File: src/rtl/alu_issue_if.sv
`default_nettype none
// +----------------------------------------------------------------------------+
// | alu_issue_if : decoded-instruction handshake from decoder into alu_issue    |
// | rev 1.0                                                                     |
// +----------------------------------------------------------------------------+
interface alu_issue_if #(
    parameter int DATA_W = 16,
    parameter int REG_AW = 3
);
    logic              in_valid;
    logic              in_ready;
    logic [3:0]        in_alu_op;
    logic [REG_AW-1:0] in_rs1_idx;
    logic [REG_AW-1:0] in_rs2_idx;
    logic [DATA_W-1:0] in_rs1_data;
    logic [DATA_W-1:0] in_rs2_data;
    logic [DATA_W-1:0] in_imm;
    logic              in_use_imm;
    logic [REG_AW-1:0] in_rd_idx;
    logic              in_reg_write;
    logic              in_is_load;

    modport master (
        output in_valid, in_alu_op, in_rs1_idx, in_rs2_idx, in_rs1_data,
               in_rs2_data, in_imm, in_use_imm, in_rd_idx, in_reg_write,
               in_is_load,
        input  in_ready
    );

    modport slave (
        input  in_valid, in_alu_op, in_rs1_idx, in_rs2_idx, in_rs1_data,
               in_rs2_data, in_imm, in_use_imm, in_rd_idx, in_reg_write,
               in_is_load,
        output in_ready
    );
endinterface
`default_nettype wire

File: src/rtl/alu_issue.sv
`default_nettype none
// +----------------------------------------------------------------------------+
// | alu_issue : operand-issue stage with MEM/WB forwarding and load-use bubbles |
// | rev 1.0                                                                     |
// +----------------------------------------------------------------------------+
module alu_issue #(
    parameter int DATA_W = 16,
    parameter int REG_AW = 3,
    parameter int CNT_W  = 16
) (
    input  wire logic              clk,
    input  wire logic              rst_n,
    alu_issue_if.slave             dec,
    input  wire logic              stall,
    input  wire logic              flush,
    input  wire logic              mem_fwd_en,
    input  wire logic              mem_fwd_is_load,
    input  wire logic [REG_AW-1:0] mem_fwd_rd,
    input  wire logic [DATA_W-1:0] mem_fwd_data,
    input  wire logic              wb_fwd_en,
    input  wire logic [REG_AW-1:0] wb_fwd_rd,
    input  wire logic [DATA_W-1:0] wb_fwd_data,
    output logic                   out_valid,
    output logic [DATA_W-1:0]      alu_a,
    output logic [DATA_W-1:0]      alu_b,
    output logic [3:0]             alu_op,
    output logic [REG_AW-1:0]      out_rd_idx,
    output logic                   out_reg_write,
    output logic                   out_is_load,
    output logic [CNT_W-1:0]       bubble_cnt
);

    localparam logic [CNT_W-1:0] c_cnt_max = {CNT_W{1'b1}};

    logic              r_valid;
    logic [DATA_W-1:0] r_a;
    logic [DATA_W-1:0] r_b;
    logic [3:0]        r_op;
    logic [REG_AW-1:0] r_rd;
    logic              r_reg_write;
    logic              r_is_load;
    logic [CNT_W-1:0]  r_bubble_cnt;

    logic [DATA_W-1:0] w_rs1_val;
    logic [DATA_W-1:0] w_rs2_val;
    logic [DATA_W-1:0] w_b_val;
    logic              w_hz;

    // MEM beats WB; a MEM load has no data yet, so it never forwards.
    function automatic logic [DATA_W-1:0] f_resolve(
        input logic [REG_AW-1:0] idx,
        input logic [DATA_W-1:0] rf_data,
        input logic              m_en,
        input logic              m_ld,
        input logic [REG_AW-1:0] m_rd,
        input logic [DATA_W-1:0] m_data,
        input logic              w_en,
        input logic [REG_AW-1:0] w_rd,
        input logic [DATA_W-1:0] w_data
    );
        logic [DATA_W-1:0] v;
        if (idx == '0)
            v = '0;
        else if (m_en && !m_ld && (m_rd == idx))
            v = m_data;
        else if (w_en && (w_rd == idx))
            v = w_data;
        else
            v = rf_data;
        return v;
    endfunction

    always_comb begin
        w_rs1_val = f_resolve(dec.in_rs1_idx, dec.in_rs1_data, mem_fwd_en,
                              mem_fwd_is_load, mem_fwd_rd, mem_fwd_data,
                              wb_fwd_en, wb_fwd_rd, wb_fwd_data);
        w_rs2_val = f_resolve(dec.in_rs2_idx, dec.in_rs2_data, mem_fwd_en,
                              mem_fwd_is_load, mem_fwd_rd, mem_fwd_data,
                              wb_fwd_en, wb_fwd_rd, wb_fwd_data);
        w_b_val   = dec.in_use_imm ? dec.in_imm : w_rs2_val;
        w_hz      = dec.in_valid && mem_fwd_en && mem_fwd_is_load &&
                    (mem_fwd_rd != '0) &&
                    ((mem_fwd_rd == dec.in_rs1_idx) ||
                     (!dec.in_use_imm && (mem_fwd_rd == dec.in_rs2_idx)));
    end

    assign dec.in_ready = !stall && !flush && !w_hz;

    always_ff @(posedge clk or negedge rst_n) begin
        if (!rst_n) begin
            r_valid      <= 1'b0;
            r_a          <= '0;
            r_b          <= '0;
            r_op         <= '0;
            r_rd         <= '0;
            r_reg_write  <= 1'b0;
            r_is_load    <= 1'b0;
            r_bubble_cnt <= '0;
        end else if (flush) begin
            r_valid     <= 1'b0;
            r_reg_write <= 1'b0;
        end else if (stall) begin
            r_valid <= r_valid;
        end else if (w_hz) begin
            r_valid     <= 1'b0;
            r_reg_write <= 1'b0;
            if (r_bubble_cnt != c_cnt_max)
                r_bubble_cnt <= r_bubble_cnt + CNT_W'(1);
        end else if (dec.in_valid) begin
            r_valid     <= 1'b1;
            r_a         <= w_rs1_val;
            r_b         <= w_b_val;
            r_op        <= dec.in_alu_op;
            r_rd        <= dec.in_rd_idx;
            r_reg_write <= dec.in_reg_write;
            r_is_load   <= dec.in_is_load;
        end else begin
            r_valid     <= 1'b0;
            r_reg_write <= 1'b0;
        end
    end

    assign out_valid     = r_valid;
    assign alu_a         = r_a;
    assign alu_b         = r_b;
    assign alu_op        = r_op;
    assign out_rd_idx    = r_rd;
    assign out_reg_write = r_reg_write;
    assign out_is_load   = r_is_load;
    assign bubble_cnt    = r_bubble_cnt;

endmodule
`default_nettype wire

File: src/flat_wrapper.sv
// flat-port wrapper written by rule: the top's interface ports become plain ports
module alu_issue_flat 
#(
    parameter int DATA_W = 16,
    parameter int REG_AW = 3,
    parameter int CNT_W  = 16
)
  (clk, rst_n, stall, flush, mem_fwd_en, mem_fwd_is_load, mem_fwd_rd, mem_fwd_data, wb_fwd_en, wb_fwd_rd, wb_fwd_data, out_valid, alu_a, alu_b, alu_op, out_rd_idx, out_reg_write, out_is_load, bubble_cnt, dec_in_valid, dec_in_alu_op, dec_in_rs1_idx, dec_in_rs2_idx, dec_in_rs1_data, dec_in_rs2_data, dec_in_imm, dec_in_use_imm, dec_in_rd_idx, dec_in_reg_write, dec_in_is_load, dec_in_ready);
  alu_issue_if #(.DATA_W(DATA_W), .REG_AW(REG_AW)) dec_i ();
  input  wire logic clk;
  input  wire logic rst_n;
  input  wire logic stall;
  input  wire logic flush;
  input  wire logic mem_fwd_en;
  input  wire logic mem_fwd_is_load;
  input  wire logic [REG_AW-1:0] mem_fwd_rd;
  input  wire logic [DATA_W-1:0] mem_fwd_data;
  input  wire logic wb_fwd_en;
  input  wire logic [REG_AW-1:0] wb_fwd_rd;
  input  wire logic [DATA_W-1:0] wb_fwd_data;
  output logic out_valid;
  output logic [DATA_W-1:0] alu_a;
  output logic [DATA_W-1:0] alu_b;
  output logic [3:0] alu_op;
  output logic [REG_AW-1:0] out_rd_idx;
  output logic out_reg_write;
  output logic out_is_load;
  output logic [CNT_W-1:0] bubble_cnt;
  input wire logic [$bits(dec_i.in_valid)-1:0] dec_in_valid;
  input wire logic [$bits(dec_i.in_alu_op)-1:0] dec_in_alu_op;
  input wire logic [$bits(dec_i.in_rs1_idx)-1:0] dec_in_rs1_idx;
  input wire logic [$bits(dec_i.in_rs2_idx)-1:0] dec_in_rs2_idx;
  input wire logic [$bits(dec_i.in_rs1_data)-1:0] dec_in_rs1_data;
  input wire logic [$bits(dec_i.in_rs2_data)-1:0] dec_in_rs2_data;
  input wire logic [$bits(dec_i.in_imm)-1:0] dec_in_imm;
  input wire logic [$bits(dec_i.in_use_imm)-1:0] dec_in_use_imm;
  input wire logic [$bits(dec_i.in_rd_idx)-1:0] dec_in_rd_idx;
  input wire logic [$bits(dec_i.in_reg_write)-1:0] dec_in_reg_write;
  input wire logic [$bits(dec_i.in_is_load)-1:0] dec_in_is_load;
  output wire logic [$bits(dec_i.in_ready)-1:0] dec_in_ready;
  assign dec_i.in_valid = dec_in_valid;
  assign dec_i.in_alu_op = dec_in_alu_op;
  assign dec_i.in_rs1_idx = dec_in_rs1_idx;
  assign dec_i.in_rs2_idx = dec_in_rs2_idx;
  assign dec_i.in_rs1_data = dec_in_rs1_data;
  assign dec_i.in_rs2_data = dec_in_rs2_data;
  assign dec_i.in_imm = dec_in_imm;
  assign dec_i.in_use_imm = dec_in_use_imm;
  assign dec_i.in_rd_idx = dec_in_rd_idx;
  assign dec_i.in_reg_write = dec_in_reg_write;
  assign dec_i.in_is_load = dec_in_is_load;
  assign dec_in_ready = dec_i.in_ready;
  alu_issue #(.DATA_W(DATA_W), .REG_AW(REG_AW), .CNT_W(CNT_W)) u_core (.clk(clk), .rst_n(rst_n), .dec(dec_i), .stall(stall), .flush(flush), .mem_fwd_en(mem_fwd_en), .mem_fwd_is_load(mem_fwd_is_load), .mem_fwd_rd(mem_fwd_rd), .mem_fwd_data(mem_fwd_data), .wb_fwd_en(wb_fwd_en), .wb_fwd_rd(wb_fwd_rd), .wb_fwd_data(wb_fwd_data), .out_valid(out_valid), .alu_a(alu_a), .alu_b(alu_b), .alu_op(alu_op), .out_rd_idx(out_rd_idx), .out_reg_write(out_reg_write), .out_is_load(out_is_load), .bubble_cnt(bubble_cnt));
endmodule
File: config.mk
export PLATFORM = sky130hd
export DESIGN_NAME = alu_issue_flat
export DESIGN_NICKNAME = d
export VERILOG_FILES = /design/src/rtl/alu_issue_if.sv /design/src/rtl/alu_issue.sv /design/src/flat_wrapper.sv
export SDC_FILE = /design/constraint.sdc
export NUM_CORES = 1
export LEC_CHECK = 0
export CORE_MARGIN = 3
export CORE_UTILIZATION = 41
export CTS_CLUSTER_SIZE = 20
export DETAILED_ROUTE_END_ITERATION = 12
export GPL_ROUTABILITY_DRIVEN = 0
export HOLD_SLACK_MARGIN = 0.03
export PLACE_DENSITY_LB_ADDON = 0.2
export SETUP_SLACK_MARGIN = 0.4
export SLEW_MARGIN = 5
export SYNTH_ARGS = -nofsm -noshare
export SYNTH_HDL_FRONTEND = slang
export SYNTH_SLANG_ARGS = --single-unit
File: constraint.sdc
create_clock -name clk -period 2.13 [get_ports clk]
set_clock_uncertainty 0.15 [all_clocks]
set_input_delay 0.3195 -clock clk [delete_from_list [all_inputs] [get_ports clk]]
set_output_delay 0.3195 -clock clk [all_outputs]
set_load 0.05 [all_outputs]
### Routed metal per tile

The bar under the picture is 20 µm long. 20 x 20 tiles, from dark purple (low) to yellow (high), scaled to the fullest tile. Values are wire area over tile area, all layers added.
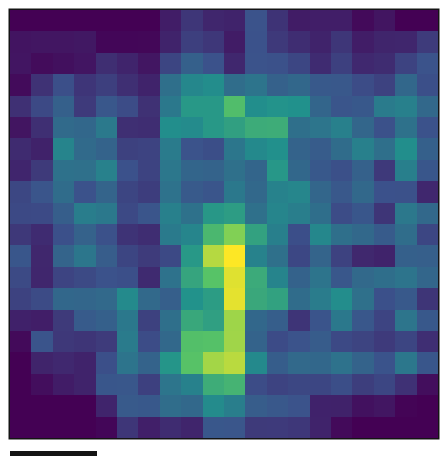
The mean over all tiles is 0.26. The emptiest ninth of the die: north-west. The fullest tile reaches 0.95. 7.2% of the tiles are nearly empty. 9.5% of the tiles are over half the peak.
Vias: 3912
Total Wirelength: 15.1 mm
WL/cell: 22.6 µm
GRT Overall Usage: 28.4%

### Where the registers sit

Other sequential cells in the stronger gray, the rest of the logic in the fainter gray.
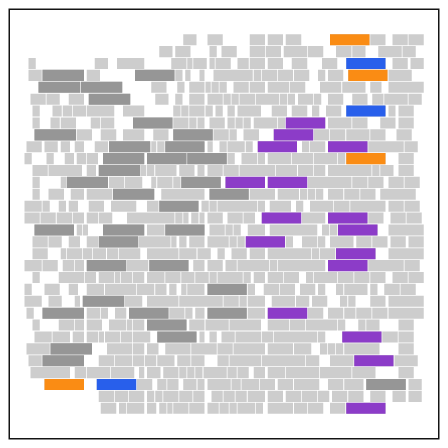
Key: `u_core.alu_op` = orange [flops 4]; `u_core.out_rd_idx` = blue [flops 3]; `u_core.alu_a` = purple [flops 16]
Another 35 sequential cells are not colored.
Flop+latch power: 0.00139 W
FF/Latch Area: 1470 µm²
fin util: 82.6%
sequential cell area share: 22.4%

### Clock network drawn from the DEF

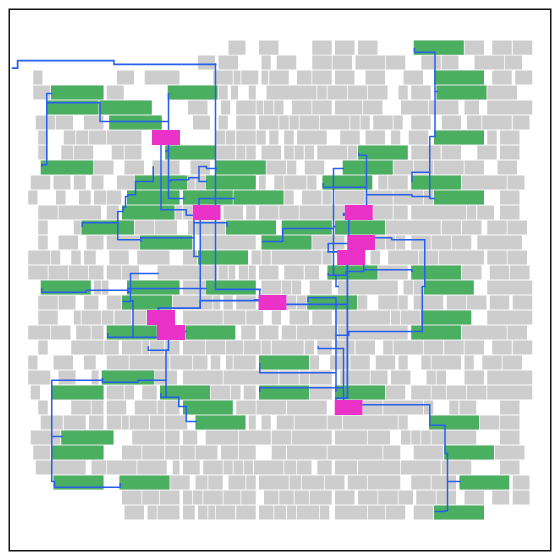
Key: clock wires = blue [length 815 µm]; flip-flops = green [count 58]; cells driving clock nets = magenta [count 9]
There are 10 routed clock nets.
clk_lat worst skew: 330 ps
clk pwr: 0.00130 W
Clock power frac: 28.6%

## worst max path at each step
stage / from / to / slack [ps] / cells past startpoint
final: dec_in_rs2_idx[0] / dec_in_ready / 120 / 7
after global routing: dec_in_rs2_idx[0] / dec_in_ready / 120 / 7
after CTS: mem_fwd_rd[2] / dec_in_ready / 180 / 7
after detailed placement: dec_in_rs2_idx[2] / u_core.bubble_cnt[8]$_DFFE_PN0P_ / -380 / 8
after global placement: dec_in_rs2_idx[0] / u_core.alu_b[11]$_DFFE_PN0P_ / -280 / 8
after floorplan: mem_fwd_rd[0] / dec_in_ready / 150 / 5
## synthesized netlist by cell type (5+ instances only)
library cell	count	share of area, %
a21oi_1	32	4.6
and3_1	5	0.90
clkbuf_1	11	1.2
dfrtp_1	58	42
mux2_4	20	8.7
mux2i_1	32	9.2
nand2_1	20	2.2
nand3_1	27	3.9
nand4_1	10	1.8
o21ai_0	32	4.6
o32a_1	16	4.6
xnor2_1	26	6.6
## per-layer routing
layer | up-vias | track usage [%] | part of all wire (%) | wire length (µm)
met5 | - | 0 | 0 | 0
met1 | 1889 | 36.7 | 37 | 5650
met3 | 67 | 5.79 | 8.7 | 1320
li1 | 1696 | - | - | -
met2 | 260 | 47.4 | 49 | 7450
met4 | 0 | 9.69 | 4.6 | 688
## report_power, final
group | leakage [nW] | internal, W | total [W] | switching, W
logic | 2.07 | 0.000758 | 0.00185 | 0.00109
clock network | 0.123 | 0.000842 | 0.00130 | 0.000455
registers | 0.692 | 0.00127 | 0.00139 | 0.000113
total | 2.89 | 0.00287 | 0.00453 | 0.00166
## kinds of logic (layout without fill, tap and decap cells)
group / Yosys count / count (layout) / synth area share, %
simple gates: 81 / 81 / 12.8
buf+inv: 21 / 257 / 3.39
fa+ha+maj: 1 / 1 / 0.361
flops: 58 / 58 / 41.9
compound gates: 84 / 84 / 15.2
xor+xnor: 27 / 27 / 6.83
mux: 57 / 57 / 19.5
## area by class of cell
type	count	area share [%]
Clock buffer	12	2.36
Clock inverter	4	1.48
Multi-Input combinational cell	250	35.4
Sequential cell	58	22.4
Tap cell	102	1.94
Timing Repair Buffer	241	36.5
## state kept, by name, indices dropped and copies added (netlist names)
name / count
u_core.out_is_load: 1
u_core.out_rd_idx: 3
u_core.bubble_cnt: 16
u_core.alu_op: 4
u_core.alu_b: 16
u_core.alu_a: 16
u_core.out_valid: 1
u_core.out_reg_write: 1
## timing repair
action	4_1_cts	5_1_grt
gates resized	198	66
endpoints found under the hold margin	58	0
setup endpoints to repair	117	93
hold buffers	1	0
gates cloned	4	4
pin swaps	27	26
buffers inserted	18	11
## through the flow
step | total power (W) | std cells
after global routing | 0.00467 | 667
after global placement | 0.00312 | 613
after detailed placement | 0.00316 | 613
after floorplan | 0.00240 | 329
final | 0.00453 | 667
after CTS | 0.00445 | 652
==> metrics.csv <==
stage;metric;value;unit
placement;dpl-instance-area;5580;µm²
layout;drive_gt1_share;37.7;%
synth;synth-seq-cells;58;
synth;yosysUniqueCellTypes;36;
setup_path;worst_ep_arrival_time;1540;ps
setup_path;slowest_delay;270;ps
layout;area_growth;89.9;%
global_routing;grt_remaining_overflow;0;
routing;first_pass_iters;5;
routing;drc_errors;0;
job;cap_violations;0;
synth;yosys_warnings;0;
power_and_ir_drop;vdd_drop_max;0.000380;V
floorplan;io_pins;169;
synth;syn_inst;329;
cts;tritoncts;built;
layout;nets;671;
layout;mi_logic_area;2330;µm²
final_timing;rsz0062_at_grt;yes;
setup_path;cp_max_fo;5;
power_and_ir_drop;static-leakage-power;2.89;nW
synth;syn_area_per_cell;10.5;µm²
setup_path;critical_path_class;input pin to output pin;
placement;place_ws;-376;ps
final_timing;post-route-period-util;94.5;%
min_path;hold-path-cell-count;1;
layout;stdcell_area;6580;µm²
setup_path;reg2reg_slack;310;ps
setup_path;rr_worst_depth;7;
synth;ys_seq_share;41.9;%
setup_path;critPathLaunchType;input pin;
synth;synth-edff-count;0;
layout;final_common_cell;clkdlybuf4s50_1;
routing;initialDrtViolationCount;368;
cts;clkTransAtPathRegs;70;ps
min_path;hold_path.startpoint;u_core.bubble_cnt[14]$_DFFE_PN0P_;
setup_path;r2r-start;u_core.bubble_cnt[1]$_DFFE_PN0P_;
final_timing;finalCriticalPeriod;2010;ps
floorplan;die_w;97.9;µm
job;warning_count;29;
synth;synth_async_sr_flop_share;100;%
setup_path;critPathRequiredTime;1660;ps
min_path;timing.hold.worst.class;flop to flop;
cts;cts_buffer_depth;2;
floorplan;die_h;97.9;µm
setup_path;reg2reg_to;u_core.bubble_cnt[8]$_DFFE_PN0P_;
final_timing;worstMarginPinSlew;586;ps
final_timing;slew_viol_final;0;
power_and_ir_drop;power.density;689;nW/µm²
floorplan;chipArea;9590;µm²
final_timing;fin_setup_tns;0;ps
placement;io_buffers;168;
global_routing;grt_max_degree;32;
run_status;outcome;complete, no violations;
min_path;hold-path-endpoint;u_core.bubble_cnt[14]$_DFFE_PN0P_;
synth;synth-main-ff-cell;dfrtp_1;
final_timing;holdWs;334;ps
final_timing;setup_viol;0;
cts;root_buffer;clkbuf_8;
floorplan;initial_core_util;43.5;%
final_timing;relSlewSlack;60.9;%
synth;floorplan.nets;440;
floorplan;fp-row-count;32;
cts;cts.sinks;58;
cts;cts_made_buffers;9;
global_routing;grt_pass1_vias;3879;
Power figures rest on the tool's default switching activity, not on a simulated workload.
